Run 1, cell outlines without signal wires:
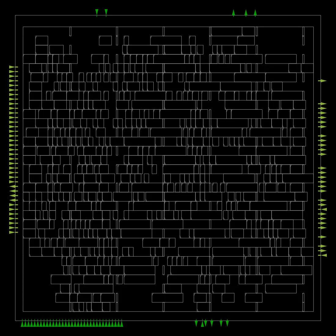
Run 1, the metal 3 layer:
Scale bar: 20 µm.
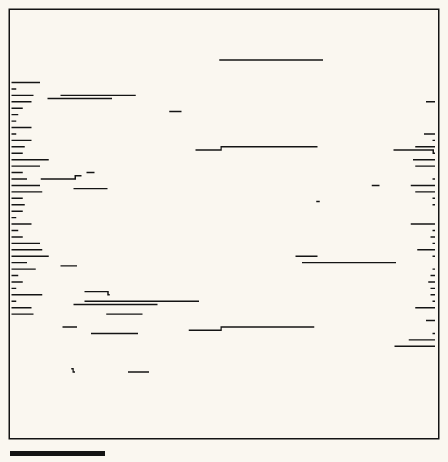
Run 1, ports around the boundary:
Scale bar: 20 µm. Pins as bars across the die edge, other pins in grey.
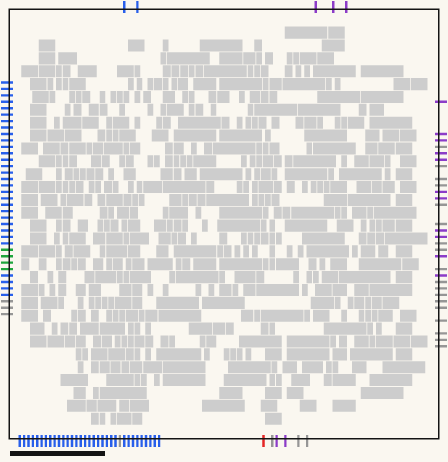
Design xform_arbiter, sky130hd; sources not shown.
==> reports/results.ini, run 1 <==
[yosys]
top_area_cell = dfrtp_1
syn_avg_cell_area_um2 = 7.46
ff_type = dfrtp_1
edf_count = 0
ys_top_cells_by_count = 124 x nand2_1, 74 x inv_1, 58 x dfrtp_1
ys_cells = 471
synth_cell_types = 38
syn_nets = 549
numSynthFlops = 58
yosys-stat-area_um2 = 3510
syn_inst = 471
top_cell = nand2_1
synth_area_um2 = 3510
top_area_frac = 0.413
async_flop_share = 1.00
seq_area_frac_synth = 0.413

[critical_path]
worstSetupStartpointType = flop
critPathRequiredTime_ns = 2.11
crit_top_cell = nand2_1
critical_path_buf_inv_count = 4
path_class = reg -> out
rr_worst_depth = 19
critPathCaptureType = primary output
cp_slowest_cell = dfrtp_1
crit_path_max_incr_delay_ns = 0.44
crit_cells = 14
worst_ep_arrival_time_ns = 2.12
crit_path_cell_trace = buf_6 -> nand2_2 -> nand3_2 -> nand2_1 -> nand3_1 -> nand2_1 -> nand2_1 -> nand3_2 -> nand2_4 -> inv_2 -> ha_1 -> inv_2 -> nor2_2 -> buf_2
r2r_setup_slack_ns = 0.04

[layout]
seq_area_um2 = 1450
diodes = 0
nets = 644
fin_util = 0.659
layout-drive-gt1-share = 0.193
logic_area_um2 = 1770
finish.instance_area_um2 = 4780
stdcell_count = 669
n_fill_cell = 601
largest_reg_flops = 16
area_growth_pct = 36.0

[clock_tree]
cts_buffer_depth = 2
clockRootBuffer = clkbuf_8
clk_latency_ns = 0.33
cts_htree_levels = 3
clk_pin_slew_ns = 0.06
cts_tree = done
numClockSinks = 58

[drt]
wl_um = 8140
via_per_inst = 4.91
postRouteAntennaNets = 0
drtPass1Iterations = 4
drt_iter0_drc = 106
drc = 0
wl_per_cell_um = 12.2

[timing]
slew_viol_final = 0
hold_violations = 0
period_used_share = 1.01
rsz0062_at_grt = true
timing.hold.ws_ns = 0.478
setup_slack_ns = -0.0133
timing.slew.headroom = 0.532
final-setup-viol-count = 2
min_period_ns = 2.49

[placed_design]
place.gp.congestion = 0.836
placed_area_um2 = 4440
dpl.hpwl_um = 6060

[die]
initCoreUtil = 0.484

[grt]
grt_max_degree = 59
grt_pass1_wl_um = 14100
grt_pass1_vias = 3261
grtUsageTotal = 0.207

[pwr]
peakVddDrop_uv = 956
power_density_nw_per_um2 = 1490
power_mw = 7.10
static-leakage-power_nw = 2.45

[run_status]
violations = negative setup slack
status = finished, violations left

[min_path]
min_path_type = reg -> reg

Back to the opening pictures, 'cell outlines without signal wires':
row count: 31
sequential share of cell area: 0.304
Core Footprint: 7250 µm²
num sequential: 58

Back to the opening pictures, 'the metal 3 layer':
nets with wire on the layer	82
longest straight run	23.9 µm
main direction	horizontal
share of all routed wire	5.1%
DR vias: 3283
routing usage on met3: 0.0518

Back to the opening pictures, 'ports around the boundary':
colour	port	pins	direction	edge
blue	req_data	64	input	32 bottom, 30 left, 2 top
purple	rsp_data	16	output	11 right, 3 top, 2 bottom
green	req_ready	4	output	left
red	rsp_valid	1	output	bottom
IO Port Bufs: 77
Die W: 90.5 µm
Die Y: 90.5 µm

run 1: per-stage QoR:
stage	setup TNS [ns]	setup WS (ns)
finish	-0.0171	-0.0133
global route	-1.22	-0.170
CTS	-0.0944	-0.0698
detailed placement	-3.54	-0.403
global placement	-2.50	-0.374
floorplan	0	0.0657
run 1: kinds of logic (layout without fill, tap and decap cells):
group / Yosys count / count (layout) / share of synthesized area
AND-OR/OR-AND: 49 / 49 / 0.0787
buffers and inverters: 96 / 195 / 0.117
AND/OR/NAND/NOR: 245 / 245 / 0.324
flip-flops: 58 / 58 / 0.413
adder cells (fa/ha/maj): 7 / 7 / 0.0249
XOR/XNOR: 15 / 15 / 0.0395
multiplexers: 1 / 1 / 0.00320
run 1: layer usage:
layer	share of wire	track usage	up-vias
li1	-	-	1665
met1	0.45	0.264	1504
met2	0.49	0.350	109
met3	0.051	0.0518	5
met4	0.0049	0.0577	0
met5	0	0	-
run 1: timing repair:
item / 4_1_cts / 5_1_grt
resized: 31 / 29
pin swaps: 5 / 14
buffers inserted: 4 / 2
setup endpoints to repair: 4 / 12
hold buffers: 0 / 0
run 1: layout make-up:
| class | count | area share |
|---|---|---|
| multi-input cells | 317 | 0.370 |
| flip-flops and latches | 58 | 0.304 |
| well taps | 99 | 0.0259 |
| repair buffers | 100 | 0.194 |
| clock buffers | 13 | 0.0353 |
| clock inverters | 2 | 0.00733 |
| inverters | 80 | 0.0628 |
run 1: placed cells by master, fill, tap and decap left out, types with 3 or more instances in the layout:
| cell | instances |
|---|---|
| nand2_4 | 4 |
| a21oi_1 | 12 |
| xnor2_1 | 4 |
| nand2_1 | 113 |
| buf_2 | 4 |
| a31oi_1 | 4 |
| inv_2 | 14 |
| o21bai_1 | 3 |
| ha_1 | 5 |
| buf_4 | 21 |
| clkbuf_8 | 12 |
| o21ai_0 | 22 |
| nor2_1 | 28 |
| dfrtp_1 | 57 |
| nand3_1 | 49 |
| nand2_2 | 16 |
| nand4_1 | 3 |
| nand3b_2 | 3 |
| nor2_4 | 3 |
| inv_1 | 66 |
| nand3_2 | 14 |
| nor2_2 | 6 |
| clkdlybuf4s50_1 | 71 |
| xor2_1 | 10 |
run 1: where the power goes:
part	leakage (nW)	switching (mW)	internal, mW
sequential	0.704	0.311	1.37
combinational	1.64	2.57	1.97
clock	0.106	0.343	0.539
total	2.45	3.23	3.87
## Run 2: what changed since run 1
Settings changed: ABC_AREA 1 to not set, CORE_UTILIZATION 47 to 63, DONT_BUFFER_PORTS set to 1, PLACE_DENSITY 0.81 to 0.79.
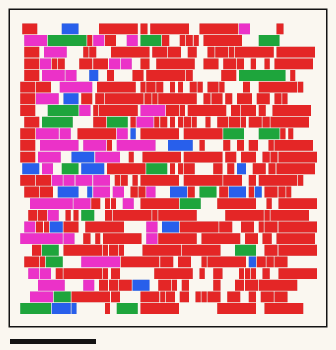
Run 2: drive-strength map
Scale bar: 20 µm.
colour	size	cells	share
magenta	drive 3 to 4	46	14%
green	drive 6 and up	20	6.0%
blue	drive 2	20	6.0%
red	drive 1 or less	247	74%
Final WS setup: -0.207 ns
Area growth syn-to-layout: 22.0%
cell area after layout: 3740 µm²

==> run 2 against run 1 <==
Against the previous run:
- the flow still finishes with violations (negative setup slack)
- critical path type unchanged
- clock power decreased by 4.3%
- largest power group unchanged
- hold slack got worse by 0.32 ns
- sequential power about the same
- non-clock buffer count decreased by 72
- utilization increased by 13 points
- critical path depth decreased by 4
==> reports/results.ini, run 2 <==
[run_status]
status = finished, violations left
violations = negative setup slack

[grt]
grtUsageMet3 = 0.0864
grt_pass1_wl_um = 10100
grt_max_degree = 59
grtUsageTotal = 0.248
use_met2 = 0.405

[timing]
setup_slack_ns = -0.207
period_used_share = 1.08
final-setup-viol-count = 10
timing.hold.ws_ns = 0.161

[pwr]
p_clk_frac = 0.180
power_density_nw_per_um2 = 1250
power_frac_comb = 0.465
peakVddDrop_uv = 741
power_frac_seq = 0.355
p_sw_frac = 0.373

[drt]
drt_iter0_drc = 107
drtPass1Iterations = 4
drc = 0

[yosys]
seq_area_frac_synth = 0.473
syn_avg_cell_area_um2 = 10.2
synth_area_um2 = 3070
top_area_frac = 0.473
top_area_cell = dfrtp_1
syn_inst = 302
async_flop_share = 1.00

[critical_path]
path_class = reg -> out
critPathCaptureType = primary output
r2r_setup_slack_ns = -0.19

[die]
std_cell_rows = 25

[layout]
seq_area_um2 = 1450
layout-drive-gt1-share = 0.258

[placed_design]
dpl.hpwl_um = 4230

[clock_tree]
ctsHoldBuffers = 0
cts_buffer_depth = 2
cts_tree = done

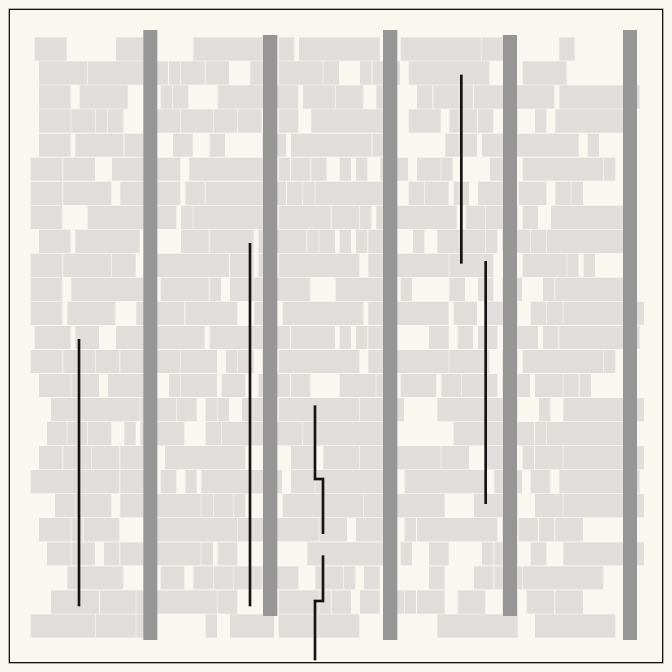
Run 2: M4 wires
Supply wires on this layer in grey. Cells faint in the background.
main direction	vertical
wire length on this layer	147 µm
longest straight run	40.8 µm
share of all routed wire	2.4%
nets with wire on the layer	3
DR vias: 2252
total wire length: 6220 µm

==> run 2: netlist changes by cell type in the layout (fill, tap and decap cells not counted), moves of 16 or more <==
cell / change
clkdlybuf4s50_1: -71
inv_1: -61
mux2i_1: +23
nand2_1: -70
nand2_2: -16
nand3_1: -42
==> run 2: power by group through the flow <==
stage               clock network (mW)  logic [mW]  registers (mW)
finish                           0.844        2.17            1.66
global route                     0.905        2.42            1.71
CTS                              0.857        1.95            1.65
detailed placement                   0        1.75            1.67
global placement                     0        1.68            1.65
floorplan                            0        1.36            1.58
==> run 2: layout make-up <==
class,instances,share of cell area
inverters,10,0.0120
repair buffers,28,0.0759
multi-input cells,221,0.450
flip-flops and latches,58,0.388
well taps,67,0.0224
clock inverters,7,0.0187
clock buffers,9,0.0331
==> run 2: kinds of logic (layout without fill, tap and decap cells) <==
family	Yosys count	in the layout	synth area share
xor+xnor	24	24	0.0685
flops	58	58	0.473
compound gates	51	51	0.0991
fa+ha+maj	7	7	0.0286
mux	38	38	0.131
buf+inv	23	54	0.0363
simple gates	101	101	0.163
==> run 2: routing by layer <==
layer,vias up,share of wire
met4,0,0.023
met1,1068,0.43
met5,-,0
met2,75,0.49
met3,14,0.057
li1,1095,-
==> run 2: per-stage QoR <==
stage / TNS (ns) / util / power, mW / instance area, µm² / instances
after floorplan: 0 / - / 2.93 / 3110 / 302
after detailed placement: -1.05 / 0.700 / 3.41 / 3310 / 378
final: -1.58 / 0.792 / 4.68 / 3740 / 400
after global routing: -2.72 / 0.792 / 5.03 / 3740 / 400
after global placement: -0.625 / 0.700 / 3.32 / 3310 / 378
after CTS: -1.15 / 0.766 / 4.46 / 3620 / 398
==> run 2: repair_timing <==
item | in CTS | in global routing
setup endpoints to repair | 11 | 12
gates resized | 20 | 18
cloned | 0 | 1
pin swaps | 11 | 12
buffers inserted | 4 | 2
endpoints found under the hold margin | 0 | 0
==> run 2: critical path, cell delays in order (launching register included) <==
cell     delay [ns]
dfrtp_1        0.42
buf_6          0.13
mux2i_2        0.15
nor3b_2        0.32
buf_4          0.18
o32ai_4        0.09
buf_12         0.15
buf_6          0.13
inv_6          0.06
ha_2           0.15
and3_4         0.18
No activity file was given, so power comes from the tool's default toggle rates.
